Routing congestion:
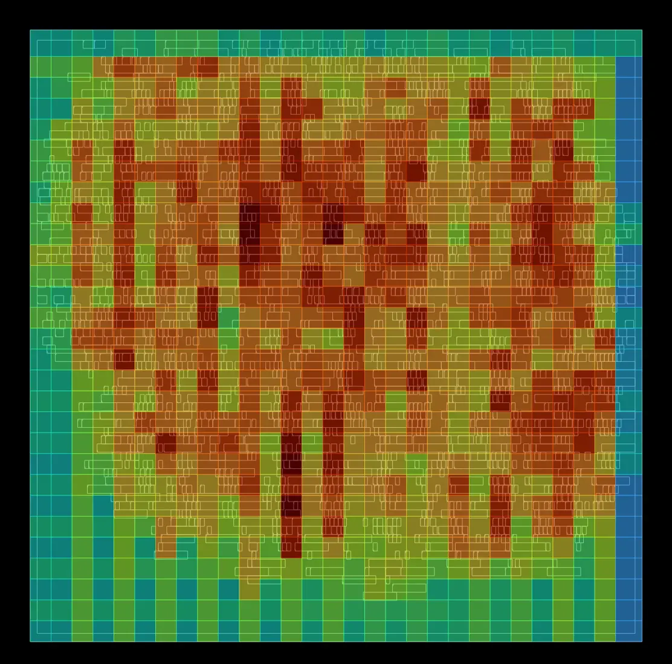
Signal metal coverage by tile:
(2 px per µm) 20 x 20 tiles, from dark blue (low) to red (high), scaled to the fullest tile. Values are wire area over tile area, all layers added.
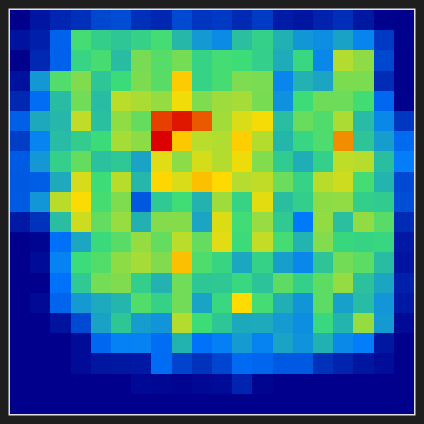
==> config.mk <==
export PLATFORM = sky130hd
export DESIGN_NAME = param_regfile_sb
export DESIGN_NICKNAME = d
export VERILOG_FILES = /design/src/rtl/param_regfile_sb.sv
export SDC_FILE = /design/constraint.sdc
export NUM_CORES = 1
export LEC_CHECK = 0
export ABC_AREA = 1
export CORE_MARGIN = 2
export CORE_UTILIZATION = 40
export CTS_BUF_LIST = sky130_fd_sc_hd__clkbuf_2 sky130_fd_sc_hd__clkbuf_4 sky130_fd_sc_hd__clkbuf_8
export DETAILED_ROUTE_END_ITERATION = 12
export MAX_ROUTING_LAYER = met4
export RECOVER_POWER = 50
export SLEW_MARGIN = 30
export SYNTH_ARGS = -nofsm -noshare
export SYNTH_HDL_FRONTEND = slang
export SYNTH_SLANG_ARGS = --single-unit
==> constraint.sdc <==
create_clock -name clk -period 2.7 [get_ports clk]
set_input_delay 0.54 -clock clk [delete_from_list [all_inputs] [get_ports clk]]
set_output_delay 0.54 -clock clk [all_outputs]
set_load 0.03 [all_outputs]
==> run summary <==
impl run done, here's what came out: status=complete, but fails checks, violated checks=capacitance limit, slew limit, Ys Warns=0, Post-CTS Hold Buffers=0, Highest Signal Layer=met4, first-pass GRT wire length=around 90000 µm, FF-to-FF setup slack=2.00 ns, Post-synth area hogs=edfxtp_1 (49%), nand2_1 (16%), nand3_1 (13%), nor2_1 (7.7%), inv_1 (3.1%), relative slew slack=-10.1%, Arr. time, crit path=2.15 ns, Area growth syn-to-layout=21.3%, final setup vio count=0, Slew @ Worst Pin=1.65 ns, sequential-to-total area share from yosys stat=around half, Core ar.=38600 µm², Setup crit end kind=primary output, critical path depth=11, number of max-cap violations=1, die area=40800 µm², Initial DRT Pass Iterations=8, Synth top cells by count=nand2_1 (649), nand3_1 (399), nor2_1 (322), nets@finish=2271, Worst Path Required=2.16 ns, final tally of max-slew violations=18, CTS Buffer Depth=3, Mapped Avg Cell Area=7.48 µm², synthesized area=15700 µm², DP Wirelength=38800 µm, critical path class=primary input to primary output, Top delay family on crit path=buffers and inverters, Unique cell types=27, worst hold slack=~0.47 ns, Latency at later pin=around 0.61 ns, met3 WL=between 6000 and 7000 µm, stage-log warning count=26, Die X=just over 200 µm, Min Clock Period, post-route=about 2.7 ns, port bufs=approximately 70, dpl ws=-0.261 ns, CP Buf/Inv Count=5, Pwr Total=approximately 0.011 W, Synth top area share=between 40% and 50%, Layout Skew=0 ns, CP startpoint kind=primary input, layout cells sized above 1=between 10% and 20%, # rows=around 72, io pins=71, LEAKAGE=8.42 nW, TNS Setup=0 ns, CTS tree=yes, Setup WS post-layout=about 0.015 ns, clk slew on worst S/H paths=approximately 0.06 ns, Yosys top cell by instances=nand2_1, yosys cell count=2096, RSZ-0062 raised after global routing=no, gpl congestion=0.912, vias in the first global route=between 15000 and 20000, Placed Area=around 18000 µm², Synth Instances=about 2100, Post-synth EDFFs=roughly 260, Resize count post-CTS=22, hold depth=2, final instance area=roughly 19000 µm², largest net degree at the start of global routing=approximately 55, Hold Path Class=register to register, CP Max Fanout=13, number of diodes=0, Clk Tree Root Cell=clkbuf_8, H-tree depth=2, R2R cell count=2, worst-path cell chain=buf_2 > inv_1 > buf_4 > nand3_1 > nand2_1 > nand2_1 > nand3_1 > nand3_1 > nand2_1 > inv_1 > buf_4, postcts setup bufs=3, power density cells=around 580 nW/µm², fmax=372 MHz, Placed Cells incl. Taps=approximately 2700, fin crit share=just under 100%, peak supply drop=between 0.3 and 0.4 mV, CP max stage delay=0.34 ns, Final Hold Fails=0, post-DR vias/cell=between 5 and 6, Commonest flop=edfxtp_1, global route overflow=0, critical path's slowest cell=buf_4, Yosys Chip Area=15700 µm², Num CTS Buffers=~50, fp_density=roughly two fifths, max reg flops=256
-- 'routing congestion' (at the start) --
GR Util met3: 5.95%
met2 Use GR: 46.3%
met1 GRT Util: 39.5%
Final Core Density: 49.2%
gr busiest metal: met2

-- 'signal metal coverage by tile' (at the start) --
- tiles over half the peak: 32%
- fullest tile: 0.72
- mean over tiles: 0.25
- nearly empty tiles: 16%
- densest ninth of the die: center
- emptiest ninth of the die: south-west
routed len/inst: 21.7 µm
Overall Global Routing Usage: 30.3%
vias post-DR: 15744
final WL: 60500 µm

-- worst register-to-register path: stages, from the launching register on --
cell and delay [ns]:
dfxtp_1 0.31, inv_1 0.10, o22ai_1 0.09
-- cell families (layout without fill, tap and decap cells) --
group	after synthesis	after routing	synth area share, %
AND/OR/NAND/NOR	1392	1392	37.1
buffers and inverters	298	459	7.36
flip-flops	272	272	51.1
AND-OR/OR-AND	132	132	4.33
other	1	16	0.0239
XOR/XNOR	1	1	0.0559
-- where the power goes --
group	total, W	internal (W)	switching, W
Combinational	0.00205	0.000700	0.00135
Sequential	0.00499	0.00486	0.000126
Clock	0.00397	0.00220	0.00177
-- layout by cell type (no fill, tap or decap), types with 2 or more instances in the layout --
cell	netlist	final
buf_4	1	110
nand3_2	9	6
dlymetal6s2s_1	0	2
nor4_1	4	4
a21oi_1	66	63
clkbuf_2	0	6
nor2_2	2	3
conb_1	1	16
nor3_1	2	2
nand4_1	3	3
inv_1	128	123
buf_6	0	8
o21ai_0	59	58
nand2_1	649	649
buf_16	0	2
edfxtp_1	256	256
clkbuf_4	0	27
o32ai_1	2	2
clkdlybuf4s50_1	0	21
clkinv_1	20	27
inv_2	1	5
clkbuf_8	0	52
buf_2	25	4
nor2_1	322	320
a21oi_2	1	4
dlygate4sd2_1	0	6
buf_12	0	41
inv_4	0	2
dfxtp_1	16	16
clkbuf_1	101	18
nand3_1	399	402
o22ai_1	3	3
-- cell type report --
cell class | count | area [µm²]
well taps | 518 | 648
inverters | 149 | 566
repair buffers | 222 | 2250
multi-input cells | 1541 | 6570
flip-flops and latches | 272 | 8010
clock buffers | 77 | 903
clock inverters | 11 | 72.6
fillers | 3717 | 19600
-- layer usage --
metal	up-vias	track usage, %
li1	7133	-
met1	7412	39.5
met2	1022	46.3
met3	177	5.95
met4	0	13.0
met5	-	-
Power and IR drop assume default switching activity.
